`config.mk`:
```
export PLATFORM = sky130hd
export DESIGN_NAME = pipe_stage_reg
export DESIGN_NICKNAME = d
export VERILOG_FILES = /design/src/rtl/pipe_pkg.sv /design/src/rtl/pipe_stage_reg_sat_counter.sv /design/src/rtl/pipe_stage_reg.sv
export SDC_FILE = /design/constraint.sdc
export NUM_CORES = 1
export LEC_CHECK = 0
export CORE_UTILIZATION = 44
export CTS_CLUSTER_SIZE = 10
export DETAILED_ROUTE_END_ITERATION = 10
export GPL_TIMING_DRIVEN = 0
export MAX_ROUTING_LAYER = met4
export PLACE_DENSITY_LB_ADDON = 0.08
export SYNTH_ARGS = -nofsm -noshare
export SYNTH_HDL_FRONTEND = slang
export SYNTH_HIERARCHICAL = 1
export SYNTH_SLANG_ARGS = --single-unit
export TNS_END_PERCENT = 5
```
`constraint.sdc`:
```
create_clock -name clk -period 6 [get_ports clk]
set_input_delay 1.2 -clock clk [delete_from_list [all_inputs] [get_ports clk]]
set_output_delay 1.2 -clock clk [all_outputs]
set_load 0.05 [all_outputs]
```
`src/rtl/pipe_pkg.sv`:
```
// pipe_pkg: shared exception codes, PC defaults and per-boundary payload widths
package pipe_pkg;
   localparam int EXC_W = 5;
   localparam logic [EXC_W-1:0] EXC_NONE = 5'd0;
   localparam logic [EXC_W-1:0] EXC_INT  = 5'd0;
   localparam logic [EXC_W-1:0] EXC_ADEL = 5'd4;
   localparam logic [EXC_W-1:0] EXC_ADES = 5'd5;
   localparam logic [EXC_W-1:0] EXC_RI   = 5'd10;
   localparam logic [EXC_W-1:0] EXC_OV   = 5'd12;
   localparam logic [31:0] DEF_RESET_PC   = 32'h0000_3000;
   localparam logic [31:0] DEF_HANDLER_PC = 32'h0000_4180;
   localparam int DATA_W_FD = 32;
   localparam int DATA_W_DE = 96;
   localparam int DATA_W_EM = 96;
   localparam int DATA_W_MW = 64;
   localparam int DEF_DATA_W = 96;
   localparam int DEF_CNT_W = 16;
   function automatic logic has_exc(input logic [EXC_W-1:0] code);
      return code != EXC_NONE;
   endfunction
endpackage

```
`src/rtl/pipe_stage_reg_sat_counter.sv`:
```
// sat_counter: up-counter that sticks at all-ones, synchronous clear
module sat_counter #(
   parameter int W = 16
) (
   input  logic         clk,
   input  logic         clr,
   input  logic         en,
   output logic [W-1:0] cnt
);
   always_ff @(posedge clk)
      if (clr) cnt <= '0;
      else if (en && cnt != '1) cnt <= cnt + 1'b1;
endmodule

```
`src/rtl/pipe_stage_reg.sv`:
```
// pipe_stage_reg: inter-stage register with bubble/flush sideband and stall counter
module pipe_stage_reg
   import pipe_pkg::*;
#(
   parameter int DATA_W = DEF_DATA_W,
   parameter int PC_W = 32,
   parameter int EXC_W = 5,
   parameter logic [PC_W-1:0] RESET_PC = PC_W'(DEF_RESET_PC),
   parameter logic [PC_W-1:0] HANDLER_PC = PC_W'(DEF_HANDLER_PC),
   parameter int CNT_W = DEF_CNT_W
) (
   input  logic              clk,
   input  logic              reset,
   input  logic              stall,
   input  logic              bubble,
   input  logic              flush,
   input  logic              in_valid,
   input  logic [PC_W-1:0]   in_pc,
   input  logic              in_bd,
   input  logic [EXC_W-1:0]  in_exccode,
   input  logic [DATA_W-1:0] in_data,
   output logic              out_valid,
   output logic [PC_W-1:0]   out_pc,
   output logic              out_bd,
   output logic [EXC_W-1:0]  out_exccode,
   output logic [DATA_W-1:0] out_data,
   output logic [CNT_W-1:0]  stall_cnt
);
   always_ff @(posedge clk)
      if (reset) begin
         out_valid   <= 1'b0;
         out_pc      <= RESET_PC;
         out_bd      <= 1'b0;
         out_exccode <= '0;
         out_data    <= '0;
      end else if (flush) begin
         out_valid   <= 1'b0;
         out_pc      <= HANDLER_PC;
         out_bd      <= 1'b0;
         out_exccode <= '0;
         out_data    <= '0;
      end else if (!stall) begin
         // a bubble keeps PC/BD so EPC stays correct for the slot it replaces
         out_valid   <= bubble ? 1'b0 : in_valid;
         out_pc      <= in_pc;
         out_bd      <= in_bd;
         out_exccode <= bubble ? '0 : in_exccode;
         out_data    <= bubble ? '0 : in_data;
      end
   sat_counter #(.W(CNT_W)) u_cnt (
      .clk (clk),
      .clr (reset),
      .en  (stall && out_valid && !flush),
      .cnt (stall_cnt)
   );
endmodule

```
==> results_dict.tcl <==
# flow metrics
set metrics [dict create \
    yosysCellCount 661 \
    final.setup.tns_ns 0 \
    routed_wl_um 19300 \
    reg2reg_depth 6 \
    rr_startpoint "u_cnt/cnt[0]" \
    holdPathEnd "out_data[87]" \
    critPathLaunchType "register" \
    drtAntennaViolNets 0 \
    path_class "register to output pin" \
    ys_area_sq_mm 0.00611 \
    critPathCaptureType "output pin" \
    cp.required_ns 4.80 \
    crit_path_top_delay_cell "clkdlybuf4s50_1" \
    worst_slew_pin_slew_ns 0.638 \
    cp.arrival_ns 1.75 \
    pin_count 291 \
    reg2reg_setup_slack_ns 4.04 \
    warnings 26 \
    p_leak_uw 0.00349 \
    fin_nets 1109 \
    crit_family "buffers and inverters" \
    status "finished, final reports clean" \
    vias 5971 \
    synth-async-reset-ratio_pct 0 \
    rsz0062_at_grt "false" \
    swShare_pct 23.8 \
    grt_pass1_wl_um 30200 \
    timing.critical_path.cells "clkdlybuf4s50_1" \
    powerDensity_mw_per_mm2 246 \
    fp_nets 802 \
    utilization_pct 72.9 \
    cts_max_path_buffers 2 \
    hp-start "out_data[87]" \
    grt_max_degree 17 \
    final-instance-count-excl-fill 1156 \
    place.gp.congestion 0.862 \
    skew_ns 0.00742 \
    comb_power_share_pct 14.1 \
    yosys_warnings 6 \
    yosysUniqueCellTypes 38 \
    dr.first_iter.drc_count 352 \
    initCoreUtil_pct 45.6 \
    die_x_um 120 \
    syn_to_final_growth_pct 60.0 \
    synth-edff-count 0 \
    hold_buffers 0 \
    dp_slack_ns 2.73 \
    finalWorstSetupSlack_ns 3.05 \
    drive_gt1_share_pct 8.06 \
    finalInstanceArea_sq_mm 0.00977 \
    clk_latency_ns 0.42 \
    holdPathStages 2 \
    clockRootBuffer "clkbuf_16" \
    die_area_sq_mm 0.0144 \
    vdd.ir_drop.worst_v 0.000148 \
    core_area_sq_mm 0.0134 \
    flop_cell "dfxtp_1" \
    num_antenna_cells 0 \
    syn_avg_cell_area_sq_um 9.24 \
    p_int_uw 1830 \
    postCtsSetupBuffers 0 \
    place_area_sq_mm 0.00921 \
    slew_viol_final 0 \
    timing.slew.headroom_pct 56.9 \
    place_inst 1125 \
    drc_errors 0 \
    grt_usage_pct 28.0 \
    final-hold-violation-count 0 \
    cts_tree "done" \
    crit_fanout 8 \
    hold_class "register to register" \
    cts_buffers 17 \
    p_total_uw 2410 \
    cts-resized-gates 0 \
    syn-cell-area_sq_mm 0.00611 \
    first_pass_iters 6 \
    finalClockPeriodUsage_pct 49.2 \
    power.share.sequential_pct 43.1 \
    cap_violations 0 \
    synthCells 661 \
    setup_viol 0 \
    r2r_end "u_cnt/cnt[1]" \
    dpl.hpwl_um 14600 \
    whs_ns 0.460 \
    critPathMaxStageDelay_ns 0.88 \
    antenna_found_initial 0 \
    cts_sinks 151 \
    grt_pass1_vias 5882 \
    clk_pin_slew_ns 0.05 \
    synth_flops 151 \
    port_buffers 288 \
    overflow 0 \
    timing.fmax_mhz 339 \
    fin_crit_ns 2.95 \
    htreeDepth 4 \
    switching_power_uw 572 \
    path_buffers 1 \
    die_h_um 120 \
    power.share.clock_pct 42.8 \
    ys_seq_share_pct 49.5 \
    routed_via_density 5.17 \
    wire_per_inst_um 16.7 \
    rows 42 \
]
==> state kept, by name (all words and copies together) (netlist names) <==
register	cells
out_exccode	5
out_pc	32
out_valid	1
out_data	96
u_cnt/cnt	16
out_bd	1
==> layout by cell type (no fill, tap or decap), types with 2 or more instances in the layout <==
cell type,instances
nor3_1,4
buf_4,13
buf_1,3
clkbuf_8,3
nor2_1,35
nor2b_1,2
buf_2,7
bufinv_16,2
o31ai_1,6
clkdlybuf4s50_1,288
o21bai_1,2
o21ai_0,4
or3b_2,20
a21oi_1,115
nor4_1,2
or3_1,3
nand4_1,3
inv_1,4
clkbuf_2,8
xnor2_1,2
and4_1,3
nand3_1,6
buf_6,4
clkbuf_1,29
mux2i_1,34
or3b_1,82
or4_1,7
clkbuf_16,17
nand2_1,108
dfxtp_1,151
==> power groups by stage <==
stage / combinational, uW / clock [uW] / sequential, uW
finish: 339 / 1030 / 1040
floorplan: 99.2 / 0 / 1140
global route: 359 / 1090 / 1040
global placement: 332 / 0 / 1060
detailed placement: 338 / 0 / 1060
CTS: 340 / 1050 / 1040
==> kinds of logic after synthesis <==
kind of cell / share of synthesized area (%)
XOR/XNOR: 0.287
adder cells (fa/ha/maj): 0.205
flip-flops: 49.5
AND/OR/NAND/NOR: 27.8
buffers and inverters: 5.28
AND-OR/OR-AND: 11.1
multiplexers: 5.76
==> cell type report <==
type	instances	area (sq um)
fill	984	3630
sequential	151	3020
timing repair buffer	288	2880
multi-input combinational	450	2760
clock buffer	28	497
buffer	56	308
tap	176	220
clock inverter	3	65.1
inverter	4	15.0
==> how the worst max path moves through the flow <==
stage | startpoint | end | slack, ns | depth (start not counted)
finish | u_cnt/cnt[2] | stall_cnt[2] | 3.05 | 1
global route | stall | u_cnt/cnt[7] | 2.93 | 9
CTS | u_cnt/cnt[2] | stall_cnt[2] | 3.04 | 1
detailed placement | stall | u_cnt/cnt[7] | 2.73 | 9
global placement | stall | u_cnt/cnt[13] | 2.75 | 9
floorplan | stall | u_cnt/cnt[13] | 3.11 | 9
==> cells in the mapped netlist (2+ instances only) <==
cell type | n | area share [%]
clkbuf_1 | 21 | 1.3
nor2_1 | 35 | 2.2
o21bai_1 | 2 | 0.25
mux2i_1 | 34 | 5.6
or4_1 | 7 | 0.86
and4_1 | 3 | 0.43
buf_4 | 13 | 1.6
buf_6 | 4 | 0.74
nand2_1 | 108 | 6.6
clkbuf_2 | 8 | 0.66
nor2b_1 | 2 | 0.20
nand3_1 | 6 | 0.49
o31ai_1 | 6 | 0.74
dfxtp_1 | 151 | 49
nor3_1 | 4 | 0.33
or3_1 | 3 | 0.31
nor4_1 | 2 | 0.20
o21ai_0 | 4 | 0.33
xnor2_1 | 2 | 0.29
inv_1 | 4 | 0.25
buf_1 | 3 | 0.18
or3b_1 | 82 | 12
buf_2 | 7 | 0.57
nand4_1 | 3 | 0.31
or3b_2 | 20 | 2.9
a21oi_1 | 115 | 9.4
==> layer usage <==
metal / wire (um) / vias up / share of wire, % / global-route usage [%]
met3: 1300 / 46 / 6.7 / 7.32
met4: 687 / 0 / 3.6 / 12.9
li1: - / 2925 / - / -
met2: 9600 / 230 / 50 / 47.1
met1: 7760 / 2770 / 40 / 30.9
met5: 0 / - / 0 / -
Fig. 1: sequential cells colored by netlist name
Scale: 3 px per um.
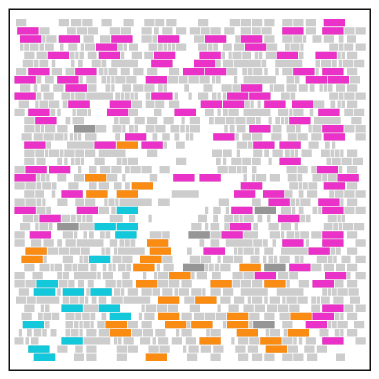
orange -> out_pc  # sequential cells 32
cyan -> u_cnt/cnt  # sequential cells 16, where south-west
magenta -> out_data  # sequential cells 96
not colored = 7

Fig. 2: layout detail
Region (47, 47) to (72, 72) um. Cells in gray, sequential cells in the stronger gray; small squares are vias.
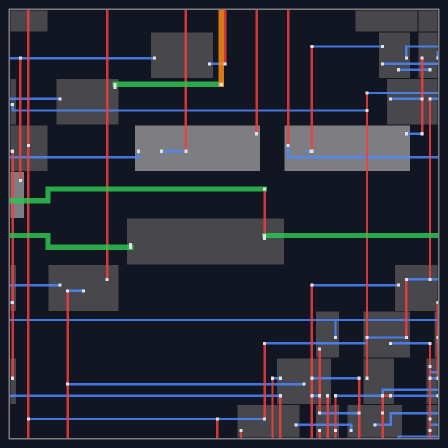
green -> met3
orange -> met4
red -> met2
blue -> met1
netlist names of flops here include = out_data (2)
most frequent = clkdlybuf4s50_1 (5)
cells with their middle in the window = 18
sequential cells in the window = 2

No activity file was given, so power comes from the tool's default toggle rates.
